File: src/rtl/seq_multiplier_param.sv
// Sequential shift-and-add multiplier, N x N -> 2N, unsigned or two's-complement.
// Multiplies operand magnitudes, stops early once the remaining multiplier bits are zero.
//
// state | meaning
// IDLE  | waiting for Start; operands captured on the accepting edge
// CALC  | one multiplier bit consumed per edge until Breg is zero
// DONE  | product in P, Done held until Start drops
module seq_multiplier_param #(
    parameter int N = 8
) (
    input  logic           Clock,
    input  logic           Reset,
    input  logic           Start,
    input  logic           Signed,
    input  logic [N-1:0]   DataA,
    input  logic [N-1:0]   DataB,
    output logic [2*N-1:0] P,
    output logic           Done,
    output logic           Busy
);

    typedef enum logic [1:0] {
        IDLE = 2'd0,
        CALC = 2'd1,
        DONE = 2'd2
    } state_t;

    localparam logic [N-1:0]   ZERO_N  = '0;
    localparam logic [2*N-1:0] ZERO_2N = '0;

    state_t         state;
    state_t         state_nxt;
    logic [2*N-1:0] a_reg;
    logic [2*N-1:0] acc;
    logic [N-1:0]   b_reg;
    logic           neg;
    logic [N-1:0]   mag_a;
    logic [N-1:0]   mag_b;

    // Magnitude of -2^(N-1) wraps to 2^(N-1), which still fits as unsigned N bits.
    always_comb begin
        mag_a = DataA;
        mag_b = DataB;
        if (Signed && DataA[N-1]) mag_a = ZERO_N - DataA;
        if (Signed && DataB[N-1]) mag_b = ZERO_N - DataB;
    end

    always_ff @(posedge Clock) begin
        if (Reset) begin
            state <= IDLE;
        end else begin
            state <= state_nxt;
        end
    end

    always_comb begin
        state_nxt = state;
        case (state)
            IDLE:    if (Start) state_nxt = CALC;
            CALC:    if (b_reg == ZERO_N) state_nxt = DONE;
            DONE:    if (!Start) state_nxt = IDLE;
            default: state_nxt = IDLE;
        endcase
    end

    assign Busy = (state == CALC);
    assign Done = (state == DONE);

    always_ff @(posedge Clock) begin
        if (Reset) begin
            a_reg <= '0;
            b_reg <= '0;
            acc   <= '0;
            neg   <= 1'b0;
            P     <= '0;
        end else begin
            case (state)
                IDLE: begin
                    if (Start) begin
                        a_reg <= {ZERO_N, mag_a};
                        b_reg <= mag_b;
                        acc   <= '0;
                        neg   <= Signed & (DataA[N-1] ^ DataB[N-1]);
                    end
                end
                CALC: begin
                    if (b_reg == ZERO_N) begin
                        P <= neg ? (ZERO_2N - acc) : acc;
                    end else begin
                        if (b_reg[0]) acc <= acc + a_reg;
                        a_reg <= a_reg << 1;
                        b_reg <= b_reg >> 1;
                    end
                end
                default: ;
            endcase
        end
    end

endmodule

File: config.mk
export PLATFORM = sky130hd
export DESIGN_NAME = seq_multiplier_param
export DESIGN_NICKNAME = d
export VERILOG_FILES = /design/src/rtl/seq_multiplier_param.sv
export SDC_FILE = /design/constraint.sdc
export NUM_CORES = 1
export LEC_CHECK = 0
export CAP_MARGIN = 10
export CORE_ASPECT_RATIO = 0.75
export CORE_MARGIN = 5
export CORE_UTILIZATION = 55
export DETAILED_ROUTE_END_ITERATION = 6
export PLACE_DENSITY = 0.78
export SLEW_MARGIN = 10
export SYNTH_ARGS = -nofsm -noshare
export SYNTH_HDL_FRONTEND = slang
export SYNTH_SLANG_ARGS = --single-unit
File: constraint.sdc
create_clock -name Clock -period 6.2 [get_ports Clock]
set_input_delay 0.62 -clock Clock [delete_from_list [all_inputs] [get_ports Clock]]
set_output_delay 0.62 -clock Clock [all_outputs]
set_load 0.1 [all_outputs]
layers.png
The bar under the picture is 20 um long.
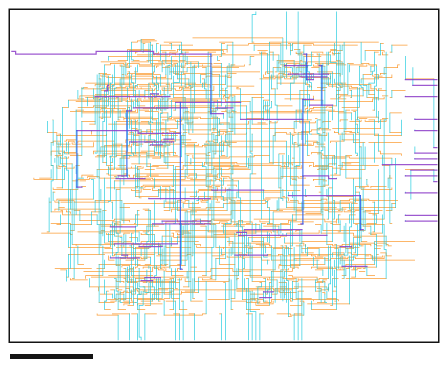
color	layer	wire length
blue	M4	137 um
orange	M1	4330 um
cyan	M2	3870 um
purple	M3	481 um

pinout.png
Pins as bars across the die edge, other pins in gray.
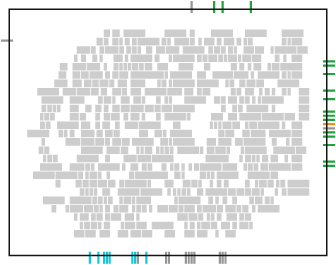
color	port	pins	direction	edge
orange	Start	1	input	east
green	P	16	output	13 east, 3 north
cyan	DataA	8	input	south
all pins by edge	18 south, 15 east, 4 north, 1 west

==> results.sh <==
# implementation run metrics
export IMPL_outcome="finished clean"
export IMPL_die_w_um=103
export IMPL_synthToLayoutAreaGrowth_pct=16.1
export IMPL_tns_ns=0
export IMPL_ys_flop_type="dfxtp_1"
export IMPL_post_cts_resized=0
export IMPL_fp_util_pct=56.6
export IMPL_setup_viol=0
export IMPL_maxSlewViolCount=0
export IMPL_cts_hold_buf=0
export IMPL_grt_pass1_wl_um=15300
export IMPL_fmax_mhz=338
export IMPL_die_y_um=79.6
export IMPL_syn_area_um2=3560
export IMPL_cts_root_buffer="clkbuf_8"
export IMPL_nets=520
export IMPL_slowest_delay_ns=1.16
export IMPL_clockBufferDepth=2
export IMPL_routedWlPerCell_um=15.6
export IMPL_yosys_area_top_type_share_pct=33.2
export IMPL_drive_gt1_share_pct=5.77
export IMPL_rsz0062_at_grt="no"
export IMPL_cts_buffers=9
export IMPL_start_kind="flip-flop"
export IMPL_syn_instance_count=452
export IMPL_core_area_um2=6290
export IMPL_area_leaders="dfxtp_1, nand2_1, a21oi_1, ha_1, xnor2_1"
export IMPL_synth_edff_count=0
export IMPL_syn_nets=491
export IMPL_max_vdd_ir_drop_v=0.000141
export IMPL_crit_fanout=30
export IMPL_vias_per_cell=6.04
export IMPL_routed_wirelength_um=8820
export IMPL_yosysSeqAreaShare_pct=33.2
export IMPL_fin_crit_ns=2.96
export IMPL_finalClockSkew_ns=0.00686
export IMPL_clk_pin_slew_worst_paths_ns=0.07
export IMPL_grt_pass1_vias=3131
export IMPL_cts_max_level=3
export IMPL_post_dp_hpwl_um=6380
export IMPL_drv_cap=0
export IMPL_power_leakage_nw=1.64
export IMPL_mostFrequentLayoutCell="nand2_1"
export IMPL_overflow=0
export IMPL_crit_type="reg -> out"
export IMPL_synth_flops=59
export IMPL_synth_area_leader_cell="dfxtp_1"
export IMPL_grt_max_degree=56
export IMPL_power_mw=1.11
export IMPL_drt_iter0_markers=257
export IMPL_fin_hold_ws_ns=0.449
export IMPL_clk_latency_ns=0.34
export IMPL_drt_pass1_iterations=5
export IMPL_required_ns=5.58
export IMPL_gp_congestion=0.878
export IMPL_postRouteAntennaNets=0
export IMPL_yosysWarnings=0
==> cell usage after synthesis (3+ instances only) <==
cell type and number:
nor2_1 26, o21a_1 3, clkbuf_8 3, a31oi_1 7
a22oi_1 4, a211oi_1 8, o31ai_1 3, xnor2_1 16
o41ai_1 4, o21ai_0 15, or3_1 5, buf_2 3
nor2b_1 5, dfxtp_1 59, o211ai_1 13, nand3_1 23
a21oi_1 51, nand2b_1 5, a21o_1 8, inv_1 11
and2_1 4, ha_1 18, xor2_1 12, and3_1 5
o21ai_1 13, nand2_1 75, buf_1 3, nor3_1 8
clkbuf_1 9
==> area by class of cell <==
cell class,instances,area [um^2]
Multi-Input combinational cell,361,2210
Sequential cell,59,1180
Clock buffer,11,151
Clock inverter,4,73.8
Tap cell,81,101
Timing Repair Buffer,38,373
Inverter,12,45.0
Fill cell,525,2160
==> where the power goes <==
group | leakage (nW) | switching (mW) | internal, mW
Sequential | 0.479 | 0.0256 | 0.407
Clock | 0.115 | 0.152 | 0.246
Combinational | 1.05 | 0.191 | 0.0844
==> metrics by stage <==
step | util (%) | setup slack (ns) | std cells
CTS | 65.7 | 3.23 | 566
finish | 65.7 | 3.24 | 566
detailed placement | 62.1 | 3.61 | 551
floorplan | - | 3.88 | 452
global placement | 62.1 | 3.63 | 551
global route | 65.7 | 3.13 | 566
==> worst paths after layout <==
check | from | endpoint | slack (ns) | cells past startpoint
hold reg to reg | P[15] | P[15] | 0.45 | 2
hold / removal | P[15] | P[15] | 0.45 | 2
setup reg to reg | acc[1] | acc[11] | 3.83 | 8
setup / recovery | state[1] | Busy | 3.24 | 4
==> logic make-up (layout without fill, tap and decap cells) <==
logic type	count (synthesis)	in the layout	synth area share [%]
AND/OR/NAND/NOR	170	170	22.1
AND-OR/OR-AND	142	142	25.5
buffers and inverters	32	65	4.78
flip-flops	59	59	33.2
adder cells (fa/ha/maj)	19	19	6.89
multiplexers	2	2	0.563
XOR/XNOR	28	28	6.89
==> layer usage <==
| metal | GRT usage (%) | wire (um) | share of wire, % | vias up |
|---|---|---|---|---|
| met5 | 0 | 0 | 0 | - |
| met4 | 7.63 | 137 | 1.6 | 0 |
| met3 | 4.54 | 480 | 5.4 | 19 |
| met2 | 34.6 | 3870 | 44 | 102 |
| met1 | 34.2 | 4330 | 49 | 1614 |
| li1 | - | - | - | 1685 |
==> critical path: cells and delay by family, from the launching register on <==
kind | cells | cell delay, ns
buffers and inverters | 3 | 1.54
flip-flops | 1 | 0.32
AND/OR/NAND/NOR | 1 | 0.14
Power is estimated from default activity; no workload was simulated.
